`src/rtl/sprite_motion_engine_pkg.sv`:
```
// Shared types and constants for the sprite motion engine: sweep FSM states,
// per-channel motion modes and the default coordinate width.
package motion_pkg;

    typedef enum logic [1:0] {
        IDLE  = 2'd0,
        SWEEP = 2'd1,
        DONE  = 2'd2
    } state_e;

    localparam logic MODE_BOUNCE = 1'b0;
    localparam logic MODE_WRAP   = 1'b1;

    localparam int COORD_W_DEF = 16;

endpackage

```
`src/rtl/sprite_motion_engine_if.sv`:
```
// Host write port of the sprite motion engine: loads position, velocity and
// mode of one channel per strobe.
interface sprite_motion_engine_if #(
    parameter int COORD_W = 16
);
    logic                      wr_en;
    logic [3:0]                wr_ch;
    logic signed [COORD_W-1:0] wr_x;
    logic signed [COORD_W-1:0] wr_y;
    logic signed [COORD_W-1:0] wr_vel_x;
    logic signed [COORD_W-1:0] wr_vel_y;
    logic                      wr_mode;

    modport master (
        output wr_en, wr_ch, wr_x, wr_y, wr_vel_x, wr_vel_y, wr_mode
    );

    modport slave (
        input wr_en, wr_ch, wr_x, wr_y, wr_vel_x, wr_vel_y, wr_mode
    );
endinterface

```
`src/rtl/sprite_motion_engine_axis_step.sv`:
```
// One-axis motion step: advances a position by its velocity and either
// reflects at or wraps around the [0, bound) range.
module motion_axis_step
    import motion_pkg::*;
#(
    parameter int COORD_W = COORD_W_DEF
) (
    input  logic signed [COORD_W-1:0] pos_i,
    input  logic signed [COORD_W-1:0] vel_i,
    input  logic                      mode_i,
    input  logic signed [COORD_W:0]   bound_i,
    output logic signed [COORD_W-1:0] pos_o,
    output logic signed [COORD_W-1:0] vel_o,
    output logic                      hit_o
);

    // The most negative velocity has no positive twin, so reflection clamps it.
    function automatic logic signed [COORD_W-1:0] neg_sat(input logic signed [COORD_W-1:0] v);
        logic signed [COORD_W-1:0] most_neg;
        most_neg = {1'b1, {(COORD_W-1){1'b0}}};
        if (v == most_neg) begin
            neg_sat = {1'b0, {(COORD_W-1){1'b1}}};
        end else begin
            neg_sat = -v;
        end
    endfunction

    logic signed [COORD_W:0] nxt_s;
    logic signed [COORD_W:0] adj_s;

    // Step computation with one guard bit so overshoot in either direction is visible.
    always_comb begin
        nxt_s = {pos_i[COORD_W-1], pos_i} + {vel_i[COORD_W-1], vel_i};
        adj_s = nxt_s;
        pos_o = nxt_s[COORD_W-1:0];
        vel_o = vel_i;
        hit_o = 1'b0;
        if (nxt_s >= bound_i) begin
            hit_o = 1'b1;
            if (mode_i == MODE_WRAP) begin
                adj_s = nxt_s - bound_i;
            end else begin
                adj_s = bound_i - {{COORD_W{1'b0}}, 1'b1};
                vel_o = neg_sat(vel_i);
            end
            pos_o = adj_s[COORD_W-1:0];
        end else if (nxt_s[COORD_W]) begin
            hit_o = 1'b1;
            if (mode_i == MODE_WRAP) begin
                adj_s = nxt_s + bound_i;
            end else begin
                adj_s = {(COORD_W+1){1'b0}};
                vel_o = neg_sat(vel_i);
            end
            pos_o = adj_s[COORD_W-1:0];
        end else begin
            pos_o = nxt_s[COORD_W-1:0];
        end
    end

endmodule

```
`src/rtl/sprite_motion_engine.sv`:
```
// Multi-channel sprite/scroll motion engine: steps every channel once per
// (i_frame_div+1) vsync edges. Optional macro SPRITE_MOTION_EDGE_FLAGS_EN adds o_edge_hit.
module sprite_motion_engine
    import motion_pkg::*;
#(
    parameter int NUM_CH  = 4,
    parameter int COORD_W = COORD_W_DEF,
    parameter int DIV_W   = 3,
    parameter int MAX_X   = 800,
    parameter int MAX_Y   = 150
) (
    input  logic                        i_pix_clk,
    input  logic                        i_reset,
    input  logic                        i_vert_sync,
    input  logic [DIV_W-1:0]            i_frame_div,
    sprite_motion_engine_if.slave       wr_if,
    output logic [NUM_CH*COORD_W-1:0]   o_x_coords,
    output logic [NUM_CH*COORD_W-1:0]   o_y_coords,
    output logic                        o_busy,
    output logic                        o_update_done
`ifdef SPRITE_MOTION_EDGE_FLAGS_EN
    ,
    output logic [NUM_CH-1:0]           o_edge_hit
`endif
);

    localparam int IDX_W = (NUM_CH > 1) ? $clog2(NUM_CH) : 1;
    localparam logic [IDX_W-1:0] LAST_IDX = IDX_W'(NUM_CH - 1);
    localparam logic signed [COORD_W:0] BOUND_X = (COORD_W+1)'(MAX_X);
    localparam logic signed [COORD_W:0] BOUND_Y = (COORD_W+1)'(MAX_Y);

    logic               vs_q;
    logic [DIV_W-1:0]   frame_cnt_q, frame_cnt_d;
    logic               trig_q, trig_d;
    state_e             state_q, state_d;
    logic [IDX_W-1:0]   idx_q, idx_d;
    logic               busy_q, busy_d;
    logic               done_q, done_d;
    logic               vs_edge_s;
    logic               step_en_s;
    logic               wr_valid_s;

    logic signed [COORD_W-1:0] pos_x_q [NUM_CH];
    logic signed [COORD_W-1:0] pos_y_q [NUM_CH];
    logic signed [COORD_W-1:0] vel_x_q [NUM_CH];
    logic signed [COORD_W-1:0] vel_y_q [NUM_CH];
    logic [NUM_CH-1:0]         mode_q;

    logic signed [COORD_W-1:0] step_pos_x_s, step_vel_x_s, step_pos_y_s, step_vel_y_s;
    logic                      hit_x_s, hit_y_s;

    // Frame divider: counts vsync rising edges and raises a one-cycle sweep request.
    always_comb begin
        vs_edge_s   = i_vert_sync & ~vs_q;
        frame_cnt_d = frame_cnt_q;
        trig_d      = 1'b0;
        if (vs_edge_s) begin
            if (frame_cnt_q == i_frame_div) begin
                frame_cnt_d = {DIV_W{1'b0}};
                trig_d      = 1'b1;
            end else begin
                frame_cnt_d = frame_cnt_q + {{(DIV_W-1){1'b0}}, 1'b1};
            end
        end else begin
            frame_cnt_d = frame_cnt_q;
        end
    end

    // Sweep FSM next-state; a request arriving outside IDLE is simply dropped.
    always_comb begin
        state_d   = state_q;
        idx_d     = idx_q;
        step_en_s = 1'b0;
        case (state_q)
            IDLE: begin
                if (trig_q) begin
                    state_d = SWEEP;
                    idx_d   = {IDX_W{1'b0}};
                end else begin
                    state_d = IDLE;
                end
            end
            SWEEP: begin
                step_en_s = 1'b1;
                if (idx_q == LAST_IDX) begin
                    state_d = DONE;
                end else begin
                    idx_d = idx_q + {{(IDX_W-1){1'b0}}, 1'b1};
                end
            end
            DONE:    state_d = IDLE;
            default: state_d = IDLE;
        endcase
        busy_d = (state_d != IDLE);
        done_d = (state_d == DONE);
    end

    // Control registers.
    always_ff @(posedge i_pix_clk or posedge i_reset) begin
        if (i_reset) begin
            vs_q        <= 1'b0;
            frame_cnt_q <= {DIV_W{1'b0}};
            trig_q      <= 1'b0;
            state_q     <= IDLE;
            idx_q       <= {IDX_W{1'b0}};
            busy_q      <= 1'b0;
            done_q      <= 1'b0;
        end else begin
            vs_q        <= i_vert_sync;
            frame_cnt_q <= frame_cnt_d;
            trig_q      <= trig_d;
            state_q     <= state_d;
            idx_q       <= idx_d;
            busy_q      <= busy_d;
            done_q      <= done_d;
        end
    end

    motion_axis_step #(.COORD_W(COORD_W)) u_step_x (
        .pos_i   (pos_x_q[idx_q]),
        .vel_i   (vel_x_q[idx_q]),
        .mode_i  (mode_q[idx_q]),
        .bound_i (BOUND_X),
        .pos_o   (step_pos_x_s),
        .vel_o   (step_vel_x_s),
        .hit_o   (hit_x_s)
    );

    motion_axis_step #(.COORD_W(COORD_W)) u_step_y (
        .pos_i   (pos_y_q[idx_q]),
        .vel_i   (vel_y_q[idx_q]),
        .mode_i  (mode_q[idx_q]),
        .bound_i (BOUND_Y),
        .pos_o   (step_pos_y_s),
        .vel_o   (step_vel_y_s),
        .hit_o   (hit_y_s)
    );

    assign wr_valid_s = wr_if.wr_en && ({1'b0, wr_if.wr_ch} < 5'(NUM_CH));

    // Channel state: a host write to the channel under sweep overrides the step result.
    always_ff @(posedge i_pix_clk or posedge i_reset) begin
        if (i_reset) begin
            for (int k = 0; k < NUM_CH; k++) begin
                pos_x_q[k] <= {COORD_W{1'b0}};
                pos_y_q[k] <= {COORD_W{1'b0}};
                vel_x_q[k] <= {COORD_W{1'b0}};
                vel_y_q[k] <= {COORD_W{1'b0}};
                mode_q[k]  <= MODE_BOUNCE;
            end
        end else begin
            for (int k = 0; k < NUM_CH; k++) begin
                if (wr_valid_s && (wr_if.wr_ch == 4'(k))) begin
                    pos_x_q[k] <= wr_if.wr_x;
                    pos_y_q[k] <= wr_if.wr_y;
                    vel_x_q[k] <= wr_if.wr_vel_x;
                    vel_y_q[k] <= wr_if.wr_vel_y;
                    mode_q[k]  <= wr_if.wr_mode;
                end else if (step_en_s && (idx_q == IDX_W'(k))) begin
                    pos_x_q[k] <= step_pos_x_s;
                    pos_y_q[k] <= step_pos_y_s;
                    vel_x_q[k] <= step_vel_x_s;
                    vel_y_q[k] <= step_vel_y_s;
                end
            end
        end
    end

`ifdef SPRITE_MOTION_EDGE_FLAGS_EN
    logic [NUM_CH-1:0] edge_hit_q;

    // Sticky per-channel boundary flags; a write to the channel clears its flag first.
    always_ff @(posedge i_pix_clk or posedge i_reset) begin
        if (i_reset) begin
            edge_hit_q <= {NUM_CH{1'b0}};
        end else begin
            for (int k = 0; k < NUM_CH; k++) begin
                if (wr_valid_s && (wr_if.wr_ch == 4'(k))) begin
                    edge_hit_q[k] <= 1'b0;
                end else if (step_en_s && (idx_q == IDX_W'(k)) && (hit_x_s || hit_y_s)) begin
                    edge_hit_q[k] <= 1'b1;
                end
            end
        end
    end

    assign o_edge_hit = edge_hit_q;
`endif

    for (genvar g = 0; g < NUM_CH; g++) begin : g_pack
        assign o_x_coords[g*COORD_W +: COORD_W] = pos_x_q[g];
        assign o_y_coords[g*COORD_W +: COORD_W] = pos_y_q[g];
    end

    assign o_busy        = busy_q;
    assign o_update_done = done_q;

endmodule

```
`src/flat_wrapper.sv`:
```
// flat-port wrapper written by rule: the top's interface ports become plain ports
module sprite_motion_engine_flat import motion_pkg::*;
#(
    parameter int NUM_CH  = 4,
    parameter int COORD_W = COORD_W_DEF,
    parameter int DIV_W   = 3,
    parameter int MAX_X   = 800,
    parameter int MAX_Y   = 150
)
  (i_pix_clk, i_reset, i_vert_sync, i_frame_div, o_x_coords, o_y_coords, o_busy, o_update_done, wr_if_wr_en, wr_if_wr_ch, wr_if_wr_x, wr_if_wr_y, wr_if_wr_vel_x, wr_if_wr_vel_y, wr_if_wr_mode);
  sprite_motion_engine_if #(.COORD_W(COORD_W)) wr_if_i ();
  input  logic i_pix_clk;
  input  logic i_reset;
  input  logic i_vert_sync;
  input  logic [DIV_W-1:0] i_frame_div;
  output logic [NUM_CH*COORD_W-1:0] o_x_coords;
  output logic [NUM_CH*COORD_W-1:0] o_y_coords;
  output logic o_busy;
  output logic o_update_done;
  input wire logic [$bits(wr_if_i.wr_en)-1:0] wr_if_wr_en;
  input wire logic [$bits(wr_if_i.wr_ch)-1:0] wr_if_wr_ch;
  input wire logic [$bits(wr_if_i.wr_x)-1:0] wr_if_wr_x;
  input wire logic [$bits(wr_if_i.wr_y)-1:0] wr_if_wr_y;
  input wire logic [$bits(wr_if_i.wr_vel_x)-1:0] wr_if_wr_vel_x;
  input wire logic [$bits(wr_if_i.wr_vel_y)-1:0] wr_if_wr_vel_y;
  input wire logic [$bits(wr_if_i.wr_mode)-1:0] wr_if_wr_mode;
  assign wr_if_i.wr_en = wr_if_wr_en;
  assign wr_if_i.wr_ch = wr_if_wr_ch;
  assign wr_if_i.wr_x = wr_if_wr_x;
  assign wr_if_i.wr_y = wr_if_wr_y;
  assign wr_if_i.wr_vel_x = wr_if_wr_vel_x;
  assign wr_if_i.wr_vel_y = wr_if_wr_vel_y;
  assign wr_if_i.wr_mode = wr_if_wr_mode;
  sprite_motion_engine #(.NUM_CH(NUM_CH), .COORD_W(COORD_W), .DIV_W(DIV_W), .MAX_X(MAX_X), .MAX_Y(MAX_Y)) u_core (.i_pix_clk(i_pix_clk), .i_reset(i_reset), .i_vert_sync(i_vert_sync), .i_frame_div(i_frame_div), .wr_if(wr_if_i), .o_x_coords(o_x_coords), .o_y_coords(o_y_coords), .o_busy(o_busy), .o_update_done(o_update_done));
endmodule
```
`config.mk`:
```
export PLATFORM = sky130hd
export DESIGN_NAME = sprite_motion_engine_flat
export DESIGN_NICKNAME = d
export VERILOG_FILES = /design/src/rtl/sprite_motion_engine_pkg.sv /design/src/rtl/sprite_motion_engine_if.sv /design/src/rtl/sprite_motion_engine_axis_step.sv /design/src/rtl/sprite_motion_engine.sv /design/src/flat_wrapper.sv
export SDC_FILE = /design/constraint.sdc
export NUM_CORES = 1
export LEC_CHECK = 0
export ABC_AREA = 1
export ABC_CLOCK_PERIOD_IN_PS = 20500
export CORE_UTILIZATION = 46
export CTS_CLUSTER_SIZE = 28
export DETAILED_ROUTE_END_ITERATION = 8
export PLACE_DENSITY_LB_ADDON = 0.25
export SYNTH_ARGS = -nofsm -noshare
export SYNTH_HDL_FRONTEND = slang
export SYNTH_SLANG_ARGS = --single-unit
export TNS_END_PERCENT = 100
```
`constraint.sdc`:
```
create_clock -name i_pix_clk -period 20.5 [get_ports i_pix_clk]
set_input_delay 5.125 -clock i_pix_clk [delete_from_list [all_inputs] [get_ports i_pix_clk]]
set_output_delay 5.125 -clock i_pix_clk [all_outputs]
set_load 0.01 [all_outputs]
```
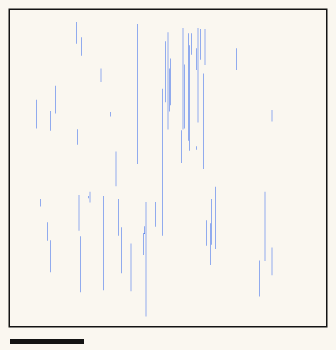
**Above:** the metal 4 layer.
Bar = 50 um.
The layer holds 2.2% of the routed length. The longest straight run is 98.6 um. The wires run mostly vertical. The layer carries 1560 um of wire. 34 nets have wire on it.

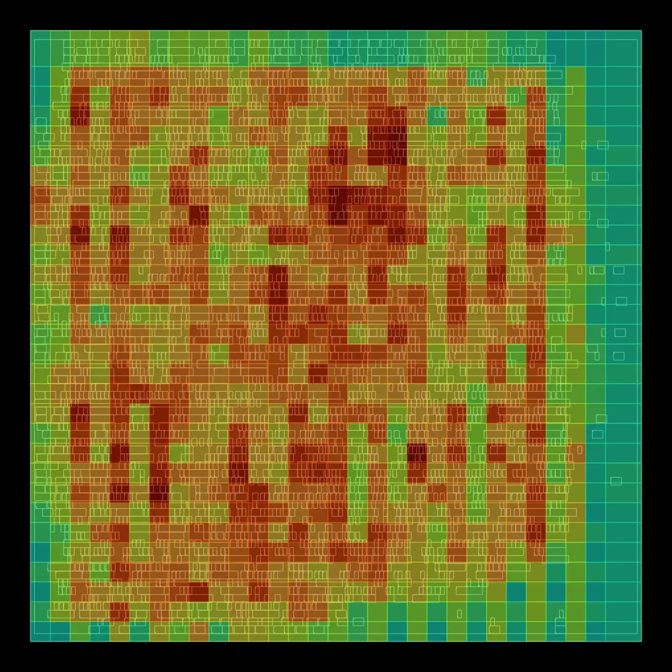
**Above:** congestion heat map.
routing usage on met1: 45.5%
GRT Max-Usage Layer: met2
core utilization of the finished layout: 55.1%
global-route track usage on met2: 48.8%
aggregate global-route resource usage: 31.6%

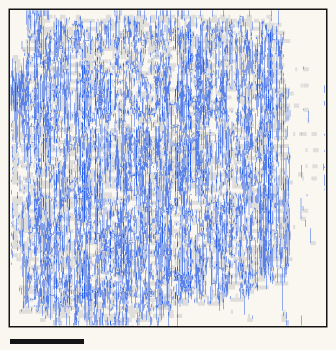
**Above:** met2 routing.
Bar = 50 um.
The longest straight run is 61.9 um. The layer carries 30.6 mm of wire. The layer holds 43% of the routed length.

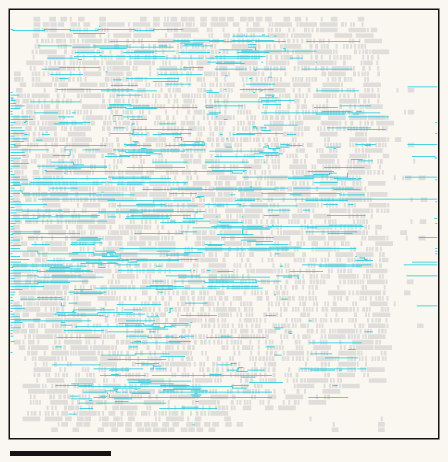
**Above:** met3 routing.
Bar = 50 um.
350 nets have wire on it. The layer holds 11% of the routed length. The longest straight run is 117 um. The layer carries 7790 um of wire.

==> design notes <==
The flow ran to the end, and the final reports show no timing, DRC or antenna violations. The final report lists the setup-violating endpoint count as 0. The initial antenna violation count came out at 2. The worst setup path is launched from an input pin. The average wire per standard cell was 17.4 um.

The run gives 76 for the total number of placement rows. Max-slew check failures listed in the final report amount to 0. The number of nets in the synthesized netlist is 3461.

The number of cells reported by Yosys stat comes to 3340. In this design, the stage delay of the slowest critical-path cell is 0.69 ns. In the layout the commonest cells are 1412 x sky130_fd_sc_hd__nand2_1, 436 x sky130_fd_sc_hd__inv_1, 349 x sky130_fd_sc_hd__o21ai_0, 269 x sky130_fd_sc_hd__dfrtp_1, 219 x sky130_fd_sc_hd__nand3_1. The cell area that synthesis handed to floorplanning was 20400 sq um.

Clock-pin slew was measured on the worst setup and hold paths at 0.07 ns. In this run the vertical extent of the chip is 213 um. After layout, the worst path uses 39.9% of the clock period.

The run gives 22 for the cell depth of the worst flop-to-flop path. The logs give 72 for the maximum number of pins on one net before global-route repair and 0 for the overall overflow remaining after global route. Derived from the worst setup path, the maximum achievable clock frequency is 122 MHz. The dominant synthesized flop cell was sky130_fd_sc_hd__dfrtp_1. The total area inside the core boundary comes to 43400 sq um. The floorplan step defined a die boundary enclosing 45200 sq um. For this block, the via count after detailed routing is 21875. With the total number of yosys warnings at 0, the non-clock buffer contribution to total cell area is 9.40%. The kind of end point of the critical path was a flop.

The worst hold slack across all endpoints is 0.485 ns. The run gives 0 for the number of diodes. On the final layout, the worst clock skew is 0.0124 ns. The pre-antenna-repair detailed-routing pass consisted of 7 iterations. The multi-input combinational cells in the finished layout cover a total of 11200 sq um. The maximum clock insertion buffer count came out at 3. After clock tree synthesis, the flow added hold-fix buffers numbering 0. The count of maximum capacitance violations was 0; the stage-log warning count was 31. The compound-cell area share of the yosys netlist came out at 12.6%. The sum of negative setup slack is 0 ns, and the global-route wire length before repair is 113 mm.

The proportion of layout cells with a drive suffix above 1 works out to 4.96%. After synthesis, the mean cell area works out to 6.11 sq um. The most critical min-delay path falls under reg -> reg.
-- worst min path at each step --
stage	startpoint	depth (start not counted)	end	slack [ns]
2_1_floorplan	u_core.mode_q[0]	2	u_core.mode_q[0]	0.45
3_3_place_gp	u_core.mode_q[1]	2	u_core.mode_q[1]	0.47
3_5_place_dp	u_core.mode_q[1]	2	u_core.mode_q[1]	0.47
4_1_cts	u_core.mode_q[1]	2	u_core.mode_q[1]	0.49
5_1_grt	u_core.mode_q[3]	2	u_core.mode_q[3]	0.51
6_report	u_core.mode_q[1]	2	u_core.mode_q[1]	0.49
-- metal layers --
layer / routed length (um) / GRT usage [%] / vias up
met1: 30900 / 45.5 / 10013
met3: 7790 / 5.52 / 113
met2: 30600 / 48.8 / 1100
li1: - / - / 10647
met5: 13 / 0 / -
met4: 1560 / 8.31 / 2
-- cells in the mapped netlist, drive strengths merged (36+ instances only) --
library cell	count	area, sq um
nand2	1432	5420
inv	468	1760
o21ai	376	1920
dfrtp	271	6780
nand3	226	1170
nor2	176	721
clkbuf	79	297
buf	61	348
ha	43	538
a21oi	41	220
nand4	40	256
o22ai	36	225
-- stage by stage --
stage	setup slack, ns	util (%)	cells	cell area, sq um
2_1_floorplan	7.91	-	3340	20400
3_3_place_gp	11.95	52.5	4016	22800
3_5_place_dp	11.82	52.5	4016	22800
4_1_cts	12.44	55.1	4070	23900
5_1_grt	12.16	55.1	4070	23900
6_report	12.33	55.1	4070	23900
-- cells by family after synthesis --
kind of cell | after synthesis
and+or+nand+nor | 1901
xor gates and xnor gates | 33
buffers and inverters | 609
DFF | 271
AOI/OAI and AO/OA | 481
adders and majority gates | 45
